**src/rtl/multicycle_sequencer_if.sv**
```systemverilog
// rtl/multicycle_sequencer_if.sv - control/status bundle between datapath and multicycle sequencer
interface multicycle_sequencer_if;
    logic        start;
    logic        halt_req;
    logic [3:0]  opcode;
    logic        zero;
    logic        imem_ready;
    logic        dmem_ready;
    logic        imem_rd;
    logic        ir_load;
    logic        pc_en;
    logic [1:0]  pc_sel;
    logic        dmem_rd;
    logic        dmem_wr;
    logic        rf_we;
    logic        busy;
    logic        illegal;
    logic [2:0]  state;
    logic [15:0] instr_cnt;

    modport master (
        output start, halt_req, opcode, zero, imem_ready, dmem_ready,
        input  imem_rd, ir_load, pc_en, pc_sel, dmem_rd, dmem_wr, rf_we,
               busy, illegal, state, instr_cnt
    );

    modport slave (
        input  start, halt_req, opcode, zero, imem_ready, dmem_ready,
        output imem_rd, ir_load, pc_en, pc_sel, dmem_rd, dmem_wr, rf_we,
               busy, illegal, state, instr_cnt
    );
endinterface

```
**src/rtl/multicycle_sequencer.sv**
```systemverilog
// rtl/multicycle_sequencer.sv - fetch/decode/exec/mem/wb control FSM with retire counter
module multicycle_sequencer (
    input  logic                    clk,
    input  logic                    rst_n,
    multicycle_sequencer_if.slave   bus
);
    typedef enum logic [2:0] {
        S_IDLE   = 3'd0,
        S_FETCH  = 3'd1,
        S_DECODE = 3'd2,
        S_EXEC   = 3'd3,
        S_MEM    = 3'd4,
        S_WB     = 3'd5,
        S_HALT   = 3'd6,
        S_BAD    = 3'd7
    } state_t;

    state_t      r_state;
    state_t      w_next_state;
    logic [15:0] r_instr_cnt;
    logic        r_illegal;

    logic w_is_lw, w_is_sw, w_is_alu, w_is_beq, w_is_bne, w_is_jmp, w_is_ill;
    logic w_imem_rd, w_ir_load, w_pc_en, w_dmem_rd, w_dmem_wr, w_rf_we;
    logic [1:0] w_pc_sel;
    logic w_retire, w_set_illegal, w_clr_illegal;

    always_comb begin
        w_is_lw  = 1'b0;
        w_is_sw  = 1'b0;
        w_is_alu = 1'b0;
        w_is_beq = 1'b0;
        w_is_bne = 1'b0;
        w_is_jmp = 1'b0;
        w_is_ill = 1'b0;
        case (bus.opcode)
            4'b0000: w_is_lw  = 1'b1;
            4'b0001: w_is_sw  = 1'b1;
            4'b0010, 4'b0011, 4'b0100, 4'b0101,
            4'b0110, 4'b0111, 4'b1000, 4'b1001: w_is_alu = 1'b1;
            4'b1011: w_is_beq = 1'b1;
            4'b1100: w_is_bne = 1'b1;
            4'b1101: w_is_jmp = 1'b1;
            default: w_is_ill = 1'b1;
        endcase
    end

    always_comb begin
        w_next_state  = r_state;
        w_imem_rd     = 1'b0;
        w_ir_load     = 1'b0;
        w_pc_en       = 1'b0;
        w_pc_sel      = 2'b00;
        w_dmem_rd     = 1'b0;
        w_dmem_wr     = 1'b0;
        w_rf_we       = 1'b0;
        w_retire      = 1'b0;
        w_set_illegal = 1'b0;
        w_clr_illegal = 1'b0;
        case (r_state)
            S_IDLE: begin
                if (bus.start) w_next_state = S_FETCH;
            end
            S_FETCH: begin
                w_imem_rd = 1'b1;
                if (bus.imem_ready) begin
                    w_ir_load    = 1'b1;
                    w_next_state = S_DECODE;
                end
            end
            S_DECODE: w_next_state = S_EXEC;
            S_EXEC: begin
                if (w_is_alu) begin
                    w_next_state = S_WB;
                end else if (w_is_lw || w_is_sw) begin
                    w_next_state = S_MEM;
                end else if (w_is_beq) begin
                    w_pc_en  = 1'b1;
                    w_pc_sel = bus.zero ? 2'b01 : 2'b00;
                    w_retire = 1'b1;
                end else if (w_is_bne) begin
                    w_pc_en  = 1'b1;
                    w_pc_sel = bus.zero ? 2'b00 : 2'b01;
                    w_retire = 1'b1;
                end else if (w_is_jmp) begin
                    w_pc_en  = 1'b1;
                    w_pc_sel = 2'b10;
                    w_retire = 1'b1;
                end else begin
                    w_set_illegal = 1'b1;
                    w_next_state  = S_HALT;
                end
            end
            S_MEM: begin
                // Opcode is held stable through MEM, so it still selects read vs write
                w_dmem_rd = w_is_lw;
                w_dmem_wr = w_is_sw;
                if (bus.dmem_ready) begin
                    if (w_is_sw) begin
                        w_pc_en  = 1'b1;
                        w_retire = 1'b1;
                    end else begin
                        w_next_state = S_WB;
                    end
                end
            end
            S_WB: begin
                w_rf_we  = 1'b1;
                w_pc_en  = 1'b1;
                w_retire = 1'b1;
            end
            S_HALT: begin
                if (bus.start) begin
                    w_clr_illegal = 1'b1;
                    w_next_state  = S_FETCH;
                end
            end
            default: w_next_state = S_IDLE;
        endcase
        if (w_retire) w_next_state = bus.halt_req ? S_HALT : S_FETCH;
    end

    always_ff @(posedge clk or negedge rst_n) begin
        if (!rst_n) begin
            r_state     <= S_IDLE;
            r_instr_cnt <= 16'h0000;
            r_illegal   <= 1'b0;
        end else begin
            r_state <= w_next_state;
            if (w_retire) r_instr_cnt <= r_instr_cnt + 16'd1;
            if (w_set_illegal) begin
                r_illegal <= 1'b1;
            end else if (w_clr_illegal) begin
                r_illegal <= 1'b0;
            end
        end
    end

    assign bus.imem_rd   = w_imem_rd;
    assign bus.ir_load   = w_ir_load;
    assign bus.pc_en     = w_pc_en;
    assign bus.pc_sel    = w_pc_sel;
    assign bus.dmem_rd   = w_dmem_rd;
    assign bus.dmem_wr   = w_dmem_wr;
    assign bus.rf_we     = w_rf_we;
    assign bus.busy      = (r_state != S_IDLE) && (r_state != S_HALT);
    assign bus.illegal   = r_illegal;
    assign bus.state     = r_state;
    assign bus.instr_cnt = r_instr_cnt;
endmodule

```
**src/flat_wrapper.sv**
```systemverilog
// flat-port wrapper written by rule: the top's interface ports become plain ports
module multicycle_sequencer_flat 
  (clk, rst_n, bus_start, bus_halt_req, bus_opcode, bus_zero, bus_imem_ready, bus_dmem_ready, bus_imem_rd, bus_ir_load, bus_pc_en, bus_pc_sel, bus_dmem_rd, bus_dmem_wr, bus_rf_we, bus_busy, bus_illegal, bus_state, bus_instr_cnt);
  multicycle_sequencer_if bus_i ();
  input  logic clk;
  input  logic rst_n;
  input wire logic [$bits(bus_i.start)-1:0] bus_start;
  input wire logic [$bits(bus_i.halt_req)-1:0] bus_halt_req;
  input wire logic [$bits(bus_i.opcode)-1:0] bus_opcode;
  input wire logic [$bits(bus_i.zero)-1:0] bus_zero;
  input wire logic [$bits(bus_i.imem_ready)-1:0] bus_imem_ready;
  input wire logic [$bits(bus_i.dmem_ready)-1:0] bus_dmem_ready;
  output wire logic [$bits(bus_i.imem_rd)-1:0] bus_imem_rd;
  output wire logic [$bits(bus_i.ir_load)-1:0] bus_ir_load;
  output wire logic [$bits(bus_i.pc_en)-1:0] bus_pc_en;
  output wire logic [$bits(bus_i.pc_sel)-1:0] bus_pc_sel;
  output wire logic [$bits(bus_i.dmem_rd)-1:0] bus_dmem_rd;
  output wire logic [$bits(bus_i.dmem_wr)-1:0] bus_dmem_wr;
  output wire logic [$bits(bus_i.rf_we)-1:0] bus_rf_we;
  output wire logic [$bits(bus_i.busy)-1:0] bus_busy;
  output wire logic [$bits(bus_i.illegal)-1:0] bus_illegal;
  output wire logic [$bits(bus_i.state)-1:0] bus_state;
  output wire logic [$bits(bus_i.instr_cnt)-1:0] bus_instr_cnt;
  assign bus_i.start = bus_start;
  assign bus_i.halt_req = bus_halt_req;
  assign bus_i.opcode = bus_opcode;
  assign bus_i.zero = bus_zero;
  assign bus_i.imem_ready = bus_imem_ready;
  assign bus_i.dmem_ready = bus_dmem_ready;
  assign bus_imem_rd = bus_i.imem_rd;
  assign bus_ir_load = bus_i.ir_load;
  assign bus_pc_en = bus_i.pc_en;
  assign bus_pc_sel = bus_i.pc_sel;
  assign bus_dmem_rd = bus_i.dmem_rd;
  assign bus_dmem_wr = bus_i.dmem_wr;
  assign bus_rf_we = bus_i.rf_we;
  assign bus_busy = bus_i.busy;
  assign bus_illegal = bus_i.illegal;
  assign bus_state = bus_i.state;
  assign bus_instr_cnt = bus_i.instr_cnt;
  multicycle_sequencer u_core (.clk(clk), .rst_n(rst_n), .bus(bus_i));
endmodule
```
**config.mk**
```make
export PLATFORM = sky130hd
export DESIGN_NAME = multicycle_sequencer_flat
export DESIGN_NICKNAME = d
export VERILOG_FILES = /design/src/rtl/multicycle_sequencer_if.sv /design/src/rtl/multicycle_sequencer.sv /design/src/flat_wrapper.sv
export SDC_FILE = /design/constraint.sdc
export NUM_CORES = 1
export LEC_CHECK = 0
export ABC_CLOCK_PERIOD_IN_PS = 2400
export CORE_MARGIN = 10
export CORE_UTILIZATION = 44
export CTS_CLUSTER_SIZE = 30
export DETAILED_ROUTE_END_ITERATION = 12
export PLACE_DENSITY = 0.88
export SYNTH_ARGS = -nofsm -noshare
export SYNTH_HDL_FRONTEND = slang
export SYNTH_SLANG_ARGS = --single-unit
```
**constraint.sdc**
```tcl
create_clock -name clk -period 2.4 [get_ports clk]
set_input_delay 0.36 -clock clk [delete_from_list [all_inputs] [get_ports clk]]
set_output_delay 0.36 -clock clk [all_outputs]
set_load 0.005 [all_outputs]
```
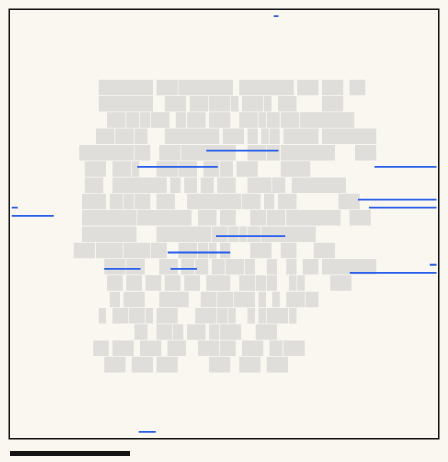
Figure 1: the metal 3 layer.
Scale bar: 20 microns.
nets with wire on the layer	12
main direction	horizontal
wire length on this layer	115 microns

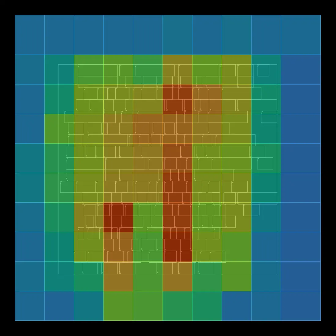
Figure 2: track usage over the die.
fin util: 67.62%
average routed wire per standard cell: 15.97 microns

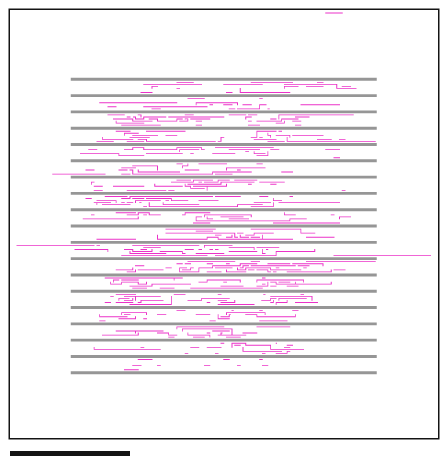
Figure 3: signal wires on met1.
Scale bar: 20 microns. Supply wires on this layer in gray.
longest straight run	16.1 microns
share of all routed wire	42%
wire length on this layer	1,320 microns

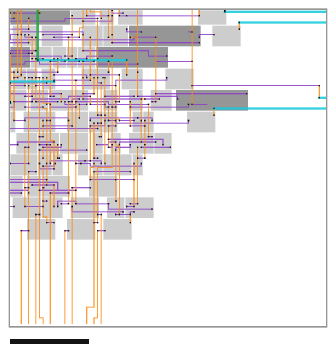
Figure 4: zoomed window.
Scale bar: 10 microns. Region (31, 0) to (71, 40) microns. Cells in gray, sequential cells in the stronger gray; small squares are vias.
layer	color
metal 1	purple
metal 4	green
metal 2	orange
metal 3	cyan
most frequent	clkdlybuf4s50_1 (14), buf_4 (6)
sequential cells in the window	4
cells with their middle in the window	63
netlist names of flops here include	`u_core.bus.instr_cnt` (2), `u_core.bus.state` (2)

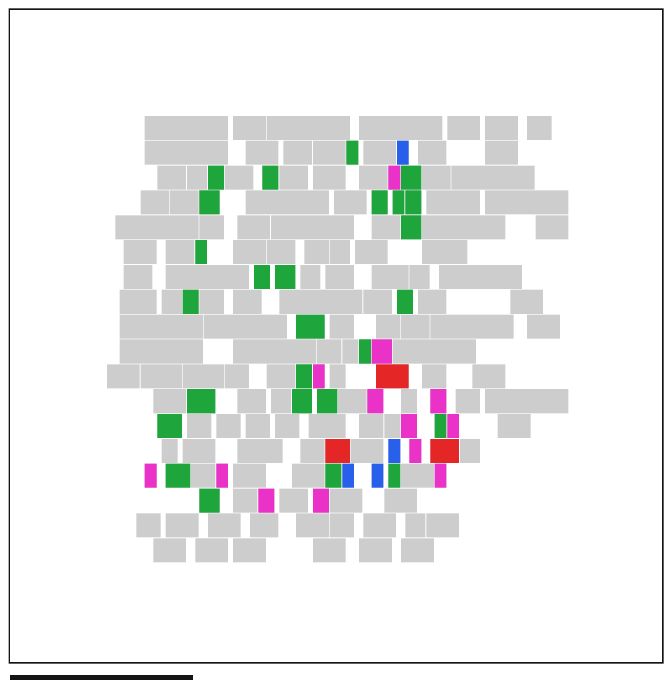
Figure 5: logic cells by family.
Scale bar: 20 microns.
family	color	cells
nand cells	green	26
nor cells	magenta	13
non-inverting ao/oa cells	red	3
inv cells	blue	4

[flip-flops by register name, summed over array words and instances, names as in the netlist]
register / count
u_core.bus.instr_cnt: 16
u_core.bus.illegal: 1
u_core.bus.state: 3
[cells in the final DEF (no fill, tap or decap), drive strengths merged, types with 5 or more instances in the layout]
cell	count
buf	13
clkdlybuf4s50	35
dfrtp	20
nand2	6
nand3	9
nor2	7
nor3	5
xnor2	14
[final cells by class]
class                      instances  area, sq um
timing repair buffer              52        484.2
inverter                           4        15.01
multi-input combinational         88        616.8
clock buffer                       4        36.28
tap                               30        37.54
sequential                        20        500.5
fill                             201        809.5
[timing repair]
item	CTS	global route
setup buffers	0	0
gates resized	5	1
endpoints found under the setup margin	4	1
cloned	0	0
==> impl_metrics.toml <==
# physical design summary
[critical_path]
critical_path.endpoint = "bus_pc_sel[0]"
critical-path-max-stage-delay_ns = 0.62
critical_path.endpoint_type = "primary output"
reg2reg_setup_slack_ns = 0.57
critPathMaxFanout = 7

[yosys]
postSynthAreaPerCell_sq_um = 9.851
yosys-stat-area_sq_mm = 0.001162
post_syn_instances = 118
yosys-stat-cells = 118
top_cells_by_count = "20 x sky130_fd_sc_hd__dfrtp_1, 14 x sky130_fd_sc_hd__xnor2_1, 9 x sky130_fd_sc_hd__nand3_1, 7 x sky130_fd_sc_hd__nor2_1, 6 x sky130_fd_sc_hd__nand2_1"

[place]
dp_worst_setup_slack_ns = -0.2231
port-buffer-count = 39

[status]
run_status = "completed"

[sta]
post-route-worst-setup-slack_ns = 0.08248
worst_slew_pin_slew_ns = 0.3055
whs_ns = 0.3762
maxSlewViolCount = 0
fmax_mhz = 431.5
final-setup-viol-count = 0

[global_routing]
grt_first_pass_wirelength_mm = 5.306
grt_use_met1_pct = 14.33

[layout]
layout-drive-gt1-share_pct = 14.29
area_delta_synth_final_pct = 45.43

[die]
number_of_top_level_pins = 40
core-area_sq_mm = 0.002500

[drt]
initialDrtViolationCount = 57
met3RoutedLength_microns = 115

[power]
combinational_share_of_power_pct = 53.9
ir_drop_mv = 0.7273
clock_power_share_pct = 13.2
sequentialPowerShare_pct = 32.9
